**Run 1: signal metal coverage by tile**

33 x 33 tiles, from white (low) to dark blue (high), scaled to the fullest tile. Values are wire area over tile area, all layers added.
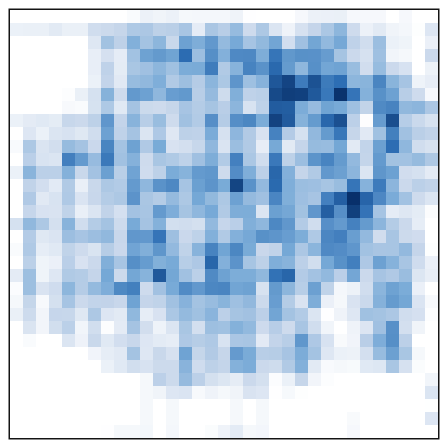
**Run 1: clock routing**

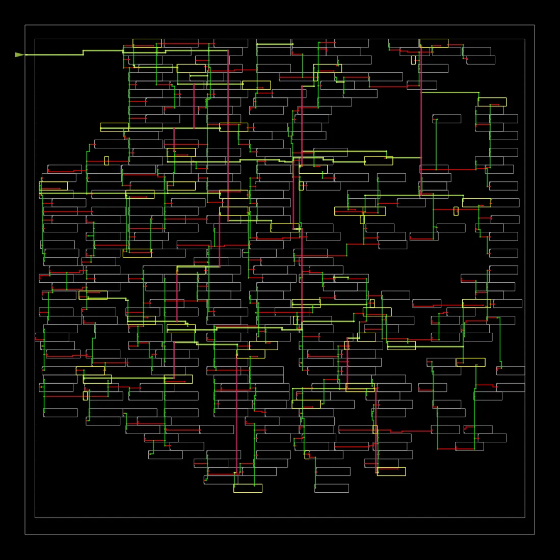
**Run 1: a small window of the routed layout**

Bar = 5 µm. Window x 73 to 93, y 106 to 126 µm. Cells in gray, sequential cells in the stronger gray; small squares are vias.
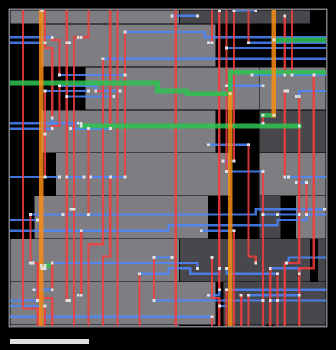
[config.mk]
export PLATFORM = sky130hd
export DESIGN_NAME = melody_seq_ctrl
export DESIGN_NICKNAME = d
export VERILOG_FILES = /design/src/rtl/melody_seq_ctrl.sv
export SDC_FILE = /design/constraint.sdc
export NUM_CORES = 1
export LEC_CHECK = 0
export CAP_MARGIN = 20
export CORE_MARGIN = 3
export CORE_UTILIZATION = 53
export CTS_CLUSTER_SIZE = 10
export DETAILED_ROUTE_END_ITERATION = 16
export DONT_BUFFER_PORTS = 1
export PLACE_DENSITY = 0.71
export SLEW_MARGIN = 20
export SYNTH_ARGS = -nofsm -noshare
export SYNTH_HDL_FRONTEND = slang
export SYNTH_SLANG_ARGS = --single-unit
[constraint.sdc]
create_clock -name PCLK -period 3.14 [get_ports PCLK]
set_clock_uncertainty 0.05 [all_clocks]
set_input_delay 0.314 -clock PCLK [delete_from_list [all_inputs] [get_ports PCLK]]
set_output_delay 0.314 -clock PCLK [all_outputs]
set_load 0.02 [all_outputs]
[src/rtl/melody_seq_ctrl.sv]
`default_nettype none
// ============================================================================
// Module      : melody_seq_ctrl
// Description : APB slave that stores up to DEPTH notes (tone code + duration
//               in ms) and plays them in order on tone_sel, one duration tick
//               every TICK_DIV clocks. Looping is optional. A one-cycle
//               seq_done pulse marks the end of a non-looping melody.
// Ports       : PCLK/PRESET      - clock, asynchronous active-high reset
//               PADDR..PSEL      - APB slave request (PADDR[3:2] = register)
//               PRDATA, PREADY   - registered APB response (one wait state)
//               tone_sel         - tone code to tone ROM, 4'hF = silence
//               seq_done         - end-of-melody pulse
// Registers   : 0x0 CTRL, 0x4 NOTE, 0x8 STATUS, 0xC REMAIN
// Revision    : 1.0 - initial release
// ============================================================================
module melody_seq_ctrl #(
  parameter int DEPTH    = 16,      // power of 2, at most 16 (STATUS fields)
  parameter int TICK_DIV = 100_000  // PCLK cycles per 1 ms tick, at least 2
) (
  input  logic        PCLK,
  input  logic        PRESET,
  input  logic [3:0]  PADDR,
  input  logic [31:0] PWDATA,
  input  logic        PWRITE,
  input  logic        PENABLE,
  input  logic        PSEL,
  output logic [31:0] PRDATA,
  output logic        PREADY,
  output logic [3:0]  tone_sel,
  output logic        seq_done
);

  localparam int IW = $clog2(DEPTH);
  localparam int CW = IW + 1;
  localparam int TW = (TICK_DIV > 1) ? $clog2(TICK_DIV) : 1;
  localparam logic [CW-1:0] FULL_COUNT = CW'(DEPTH);
  localparam logic [TW-1:0] TICK_LAST  = TW'(TICK_DIV - 1);
  localparam logic [3:0]    SILENCE    = 4'hF;
  localparam logic [1:0]    A_CTRL     = 2'd0;
  localparam logic [1:0]    A_NOTE     = 2'd1;
  localparam logic [1:0]    A_STATUS   = 2'd2;
  localparam logic [1:0]    A_REMAIN   = 2'd3;

  typedef enum logic [1:0] {
    IDLE = 2'd0,
    LOAD = 2'd1,
    PLAY = 2'd2
  } state_t;

  state_t        state, state_nxt;
  logic [CW-1:0] count;
  logic [IW-1:0] idx, idx_nxt, idx_inc;
  logic [11:0]   remain, remain_nxt;
  logic [TW-1:0] tick, tick_nxt;
  logic [3:0]    tone_nxt;
  logic          done_nxt;
  logic          loop;
  logic          adv;
  logic [15:0]   mem [DEPTH];   // {dur_ms[11:0], tone[3:0]}, not reset
  logic [15:0]   cur_note;
  logic [CW-1:0] idx_ext_inc;
  logic          last_note;
  logic [31:0]   rdata;

  // The commit cycle of a transfer is the one where PREADY is about to rise.
  logic access, wr, rd;
  logic ctrl_wr, start, stop, note_wr, clr_wr, idle, full;

  assign access  = PSEL & PENABLE & ~PREADY;
  assign wr      = access & PWRITE;
  assign rd      = access & ~PWRITE;
  assign idle    = (state == IDLE);
  assign full    = (count == FULL_COUNT);
  assign ctrl_wr = wr & (PADDR[3:2] == A_CTRL);
  assign start   = ctrl_wr & PWDATA[0];
  assign stop    = ctrl_wr & PWDATA[1];
  assign note_wr = wr & (PADDR[3:2] == A_NOTE) & idle & ~full;
  assign clr_wr  = wr & (PADDR[3:2] == A_STATUS) & PWDATA[0] & idle;

  assign cur_note    = mem[idx];
  assign idx_inc     = idx + 1'b1;
  assign idx_ext_inc = {1'b0, idx} + CW'(1);
  assign last_note   = (idx_ext_inc >= count);   // i.e. not (idx < count-1)

  logic unused_bits;
  assign unused_bits = ^{PADDR[1:0], PWDATA[31:16]};

  // tone_sel is loaded on every transition into LOAD, so a note is visible
  // for its LOAD cycle plus its PLAY cycles (a zero-duration note shows for
  // exactly one cycle).
  always_comb begin
    state_nxt  = state;
    idx_nxt    = idx;
    remain_nxt = remain;
    tick_nxt   = tick;
    tone_nxt   = tone_sel;
    done_nxt   = 1'b0;
    adv        = 1'b0;

    case (state)
      LOAD: begin
        remain_nxt = cur_note[15:4];
        tick_nxt   = '0;
        if (cur_note[15:4] == 12'd0) adv = 1'b1;
        else                         state_nxt = PLAY;
      end
      PLAY: begin
        if (tick == TICK_LAST) begin
          tick_nxt = '0;
          if (remain == 12'd1) adv = 1'b1;
          else                 remain_nxt = remain - 12'd1;
        end else begin
          tick_nxt = tick + 1'b1;
        end
      end
      default: ;
    endcase

    if (adv) begin
      if (!last_note) begin
        idx_nxt   = idx_inc;
        state_nxt = LOAD;
        tone_nxt  = mem[idx_inc][3:0];
      end else if (loop) begin
        idx_nxt   = '0;
        state_nxt = LOAD;
        tone_nxt  = mem[0][3:0];
      end else begin
        state_nxt = IDLE;
        tone_nxt  = SILENCE;
        done_nxt  = 1'b1;
      end
    end

    // Software commands override sequencing; STOP beats START.
    if (stop) begin
      state_nxt = IDLE;
      tone_nxt  = SILENCE;
      done_nxt  = 1'b0;
      idx_nxt   = idx;
    end else if (start && (!idle || count != '0)) begin
      idx_nxt   = '0;
      state_nxt = LOAD;
      tone_nxt  = mem[0][3:0];
      done_nxt  = 1'b0;
    end
  end

  always_ff @(posedge PCLK or posedge PRESET) begin
    if (PRESET) begin
      state    <= IDLE;
      idx      <= '0;
      remain   <= '0;
      tick     <= '0;
      tone_sel <= SILENCE;
      seq_done <= 1'b0;
    end else begin
      state    <= state_nxt;
      idx      <= idx_nxt;
      remain   <= remain_nxt;
      tick     <= tick_nxt;
      tone_sel <= tone_nxt;
      seq_done <= done_nxt;
    end
  end

  always_comb begin
    rdata = '0;
    case (PADDR[3:2])
      A_CTRL:   rdata[2] = loop;
      A_STATUS: begin
        rdata[8 +: CW] = count;
        rdata[4 +: IW] = idx;
        rdata[1]       = full;
        rdata[0]       = ~idle;
      end
      A_REMAIN: if (!idle) rdata[11:0] = remain;
      default:  ;
    endcase
  end

  always_ff @(posedge PCLK or posedge PRESET) begin
    if (PRESET) begin
      PREADY <= 1'b0;
      PRDATA <= '0;
      count  <= '0;
      loop   <= 1'b0;
    end else begin
      PREADY <= access;
      if (rd)           PRDATA <= rdata;
      if (ctrl_wr)      loop   <= PWDATA[2];
      if (clr_wr)       count  <= '0;
      else if (note_wr) count  <= count + 1'b1;
    end
  end

  always_ff @(posedge PCLK) begin
    if (note_wr) mem[count[IW-1:0]] <= PWDATA[15:0];
  end

endmodule
`default_nettype wire

==> impl.org, run 1 <==
#+TITLE: Physical design notes

** Finish
- Proportion of cell area spent on the clock network :: 0.0676
- Design Area, Final :: roughly 0.015 mm²
- The repair_antennas step left the layout with diodes totalling 0.
- FF+latch count :: 316
- Largest cell class by area :: sequential cells
- Summing all flip-flop and latch instances after layout gives about 0.0092 mm².
- FILL cells :: 1723
- Combined area of the multi-input logic cells :: 0.00392 mm²
- Combinational fraction of the cell area :: 0.256

** Logic synthesis
- Top area contributor share :: 0.574
- The post-synth register bit count is ~320.
- The synthesis run identifies the leading combinational cell family as multiplexers.
- In this run, the synthesized area fraction spent on xor and xnor cells is recorded as 0.0124.
- Sequential fraction of the synthesis area :: 0.686
- Synthesis instantiated about 58 different standard cells from the library.
- Top cell type by total area after synthesis :: edfxtp_1
- Synthesized area :: roughly 0.013 mm²
- Mux contribution to synthesized area :: 0.124

** Floorplanning
- In the floorplan report the effective utilization is 0.545.
- Vert. Die Dim :: roughly 170 µm

** Worst setup path
- The critical path is of the reg2reg type.
- Looking at the reg2reg group, the worst path starts from idx[3].
- CP Data Arrival Time :: 3.44 ns
- The longest incremental delay of any stage on the critical path is reported as roughly 1 ns.

** GRT
- Global-route track usage on met2 :: 0.355
- Entering global routing, the biggest net connects 35 pins.
- The initial antenna violation count is 0.
- GRT Max-Usage Layer :: met2
- Global-route wire length before repair :: 44000 µm
- The global routing report lists met3 layer usage as 0.0482.

** Status
- The run finished with clean final reports.

** Detailed routing
- Remaining design rule violation count :: 0
- In this run the top signal layer used is met4.
- For this run, the detailed router's first-pass iteration total came to 5.

** Clocking
- After clock tree synthesis, the clock-pin slew on the worst setup and hold paths is about 0.05 ns.

** Power
- Power dissipated in the clock network :: about 3700 µW
- Power Internal :: just over 7000 µW
- Peak ir drop on the vdd network :: 0.000490 V
- Total sequential power :: between 4000 and 5000 µW

** Placed design
- Per the gpl log, the routability congestion estimate is about 0.89.

** Timing
- After routing, the total negative slack on setup checks comes to 0 ns.
- The final timing report lists a hold violation count of 0.
Back to the opening pictures, 'signal metal coverage by tile':
emptiest ninth of the die: south-west
tiles over half the peak: 17%
nearly empty tiles: 20%
densest ninth of the die: center
fullest tile: 0.63

Back to the opening pictures, 'clock routing':
Clock buffer cells: 50
Inserted Clock Buffers: 37

Back to the opening pictures, 'a small window of the routed layout':
legend:
  met4:
    color: orange
  met2:
    color: red
  met1:
    color: blue
  met3:
    color: green
netlist names of flops here include: mem (7)
most frequent: edfxtp_1 (7), mux4_2 (2), clkbuf_1 (1)
cells with their middle in the window: 10
sequential cells in the window: 7

==> run 1: cells in the final DEF (no fill, tap or decap), types with 5 or more instances in the layout <==
cell,n
edfxtp_1,256
nand2_1,58
mux4_2,57
dfrtp_1,54
nor2_1,50
buf_4,42
clkbuf_16,39
a21oi_1,24
inv_1,22
ha_1,20
a22oi_1,19
conb_1,19
dlygate4sd3_1,18
nand3_1,15
nand4_1,12
clkbuf_1,12
and3_1,11
nor2_2,11
mux4_1,11
xor2_1,10
o21ai_0,9
xnor2_1,9
mux2i_1,8
nand2b_1,8
a221oi_1,8
o31ai_1,6
nor3_1,5
a22o_1,5
a211oi_1,5
==> run 1 -> run 2 <==
--- a/config.mk
+++ b/config.mk
@@ -6,7 +6,6 @@
 export NUM_CORES = 1
 export LEC_CHECK = 0
 export CAP_MARGIN = 20
-export CORE_MARGIN = 3
 export CORE_UTILIZATION = 53
 export CTS_CLUSTER_SIZE = 10
 export DETAILED_ROUTE_END_ITERATION = 16
==> run 2 against run 1 <==
Fmax is 1.9% higher. Largest power group unchanged. Wire length increased by 1.1%. Global-route usage grew 1.7 points. Highest routed layer unchanged. Largest cell class unchanged.
==> impl.org, run 2 <==
#+TITLE: Physical design notes

** Status
- The flow ran to the end, and the final reports show no timing, DRC or antenna violations.

** Floorplanning
- Horizontal die dimension :: around 160 µm
- Effective utilization at floorplan :: 0.546
- Vert. Die Dim :: 161 µm
- The initialized floorplan defines between 50 and 60 standard-cell rows.

** Placed design
- Including well taps, the total number of placed cells is between 1000 and 1500.
- Final estimated routing congestion in global placement :: around 0.90
- Count of input and output buffers :: 0
- DPL Wire Length :: about 18000 µm

** Logic synthesis
- Of the post-synthesis cell area, the part taken by muxes is 0.124.
- Top cell type by total area after synthesis :: edfxtp_1
- In this run, the synthesized area fraction spent on xor and xnor cells is recorded as 0.0124.
- The share of synthesized area in the top cell type comes to 0.574.
- Sorting the synthesized cells by how often they occur yields edfxtp_1, nor2_1, nand2_1.
- Of the combinational cells, the family taking the most area is multiplexers.
- The mapped netlist covers around 0.013 mm².
- The share of the Yosys chip area taken by registers is 0.686.
- The most common cell in the synthesized netlist is edfxtp_1.
- Post-Synth Adder-Cell Area :: 0.0187
- In this run, synthesis inferred between 200 and 300 flip-flops with an integrated enable.
- FF+latch count, synth :: 316
- In this run, distinct cell masters in the synthesized netlist total 58.

** Timing
- In the final report, the number of hold violations comes to 0.
- Worst Slack Setup Final :: 0.110 ns
- After layout, the minimum clock period comes to 3.03 ns.
- Post-route worst hold slack :: between 0.02 and 0.025 ns
- Post-Route Setup TNS :: 0 ns
- Worst-Margin Slew :: between 0.7 and 0.8 ns

** Worst setup path
- The setup path with the least slack is of type reg2reg.
- RR Endpoint :: idx[2]
- The setup check on the worst reg-to-reg path leaves a slack of around 0.11 ns.
- Slowest Stage Delay on Critical Path :: between 0.5 and 0.6 ns
- Looking at the critical path, the highest net fanout was 24.
- CP Data Arrival Time :: around 3.4 ns
- STA classifies the critical path endpoint as a flip-flop.
- In this run the critical register-to-register path is launched from idx[0].

** Detailed routing
- Summing over every cut layer, the via total after detailed routing is 7556.
- In this run the top signal layer used is met4.
- Dividing the detail-routed wire length by the instance count gives approximately 24 µm.
- In the per-layer breakdown of the detailed-route log, met1 shows ~12000 µm.
- The first detailed-routing pass took 5 iterations.
- Remaining design rule violation count :: 0

** Clocking
- Inserted Clock Buffers :: 37
- The root buffer cell chosen for the clock tree is clkbuf_16.
- Per the post-CTS timing run, clock transition at the registers of the reported paths is 0.06 ns.
- TritonCTS built the clock tree.
- Clock tree synthesis found a total of about 320 sinks.
- The skew report gives the latency at the later pin of the worst-skew pair as around 0.52 ns.

** Power
- In this run the static leakage power is around 0.0055 µW.
- Power per Cell Area :: 622 mW/mm²
- Net Sw Frac :: 0.241
- Part of the power in the clock network :: 0.393
- Power attributed to the clock group is ~3700 µW.
- Power Internal :: 7180 µW
- IR analysis of the VDD net gives a maximum drop of between 0.0004 and 0.0005 V.
- Total sequential power :: about 5000 µW
- Share of total power in sequential cells :: 0.525

** GRT
- The initial antenna violation count was 1.
- Pin count of the biggest net entering global routing :: 39
- GRT Max-Usage Layer :: met2
- On met2, the global router reports a usage of 0.384.
- The number of global-route vias before repair is between 7000 and 8000.
- The first global-routing pass estimated 45300 µm of wire.
- For met3 alone, demand over resource in global routing was 0.0375.

** Finish
- The finished layout holds 1219 standard cells, fillers aside.
- The most common logic cells in the final layout are edfxtp_1, nor2_1, nand2_1, mux4_2, dfrtp_1.
- Leading cell type in the layout, fill and taps excluded :: edfxtp_1
- After routing the design area is about 0.015 mm².

** Worst hold path
- STA reports the tightest min-delay check as being of type in2reg.
- Worst Hold Endpoint :: PREADY
-- run 2: cell types whose count changed in the layout (fill, tap and decap cells not counted), sizes merged --
cell,delta
diode,+1
clkinv,+1
dlygate4sd3,-1
buf,+4
clkbuf,-3
-- run 2: timing repair --
item / CTS / global route
gates resized: 1 / 5
pin swaps: 0 / 1
endpoints found under the setup margin: 1 / 9
setup buffers: 0 / 1
hold buffers: 17 / 0
hold endpoints to repair: 294 / 0
-- run 2: cell type report --
class,count,area (µm²)
Timing Repair Buffer,68,616
Clock buffer,48,988
Clock inverter,3,40.0
Sequential cell,316,9200
Antenna cell,1,2.50
Inverter,23,86.3
Tap cell,324,405
Multi-Input combinational cell,436,3880
Fill cell,1757,9310
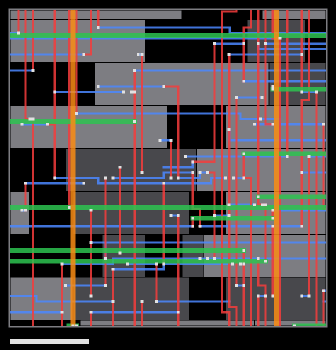
**Above:** run 2 (a small window of the routed layout).
Bar = 5 µm. Window x 71 to 91, y 103 to 123 µm. Cells in gray, sequential cells in the stronger gray; small squares are vias.
legend:
  met1:
    color: blue
  met4:
    color: orange
  met3:
    color: green
  met2:
    color: red
most frequent: edfxtp_1 (7), mux4_2 (2), buf_12 (2)
sequential cells in the window: 7
netlist names of flops here include: mem (7)
cells with their middle in the window: 14

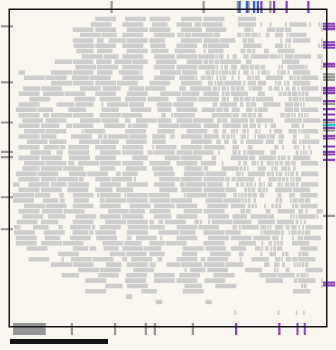
**Above:** run 2 (I/O pins on the die edge).
Bar = 50 µm. Pins as bars across the die edge, other pins in gray.
legend:
  tone_sel:
    color: blue
    pins: 4
    direction: output
    edge: north
  seq_done:
    color: cyan
    pins: 1
    direction: output
    edge: east
  PRDATA:
    color: purple
    pins: 32
    direction: output
    edge: 24 east, 4 south, 4 north

No activity file was given, so power comes from the tool's default toggle rates.
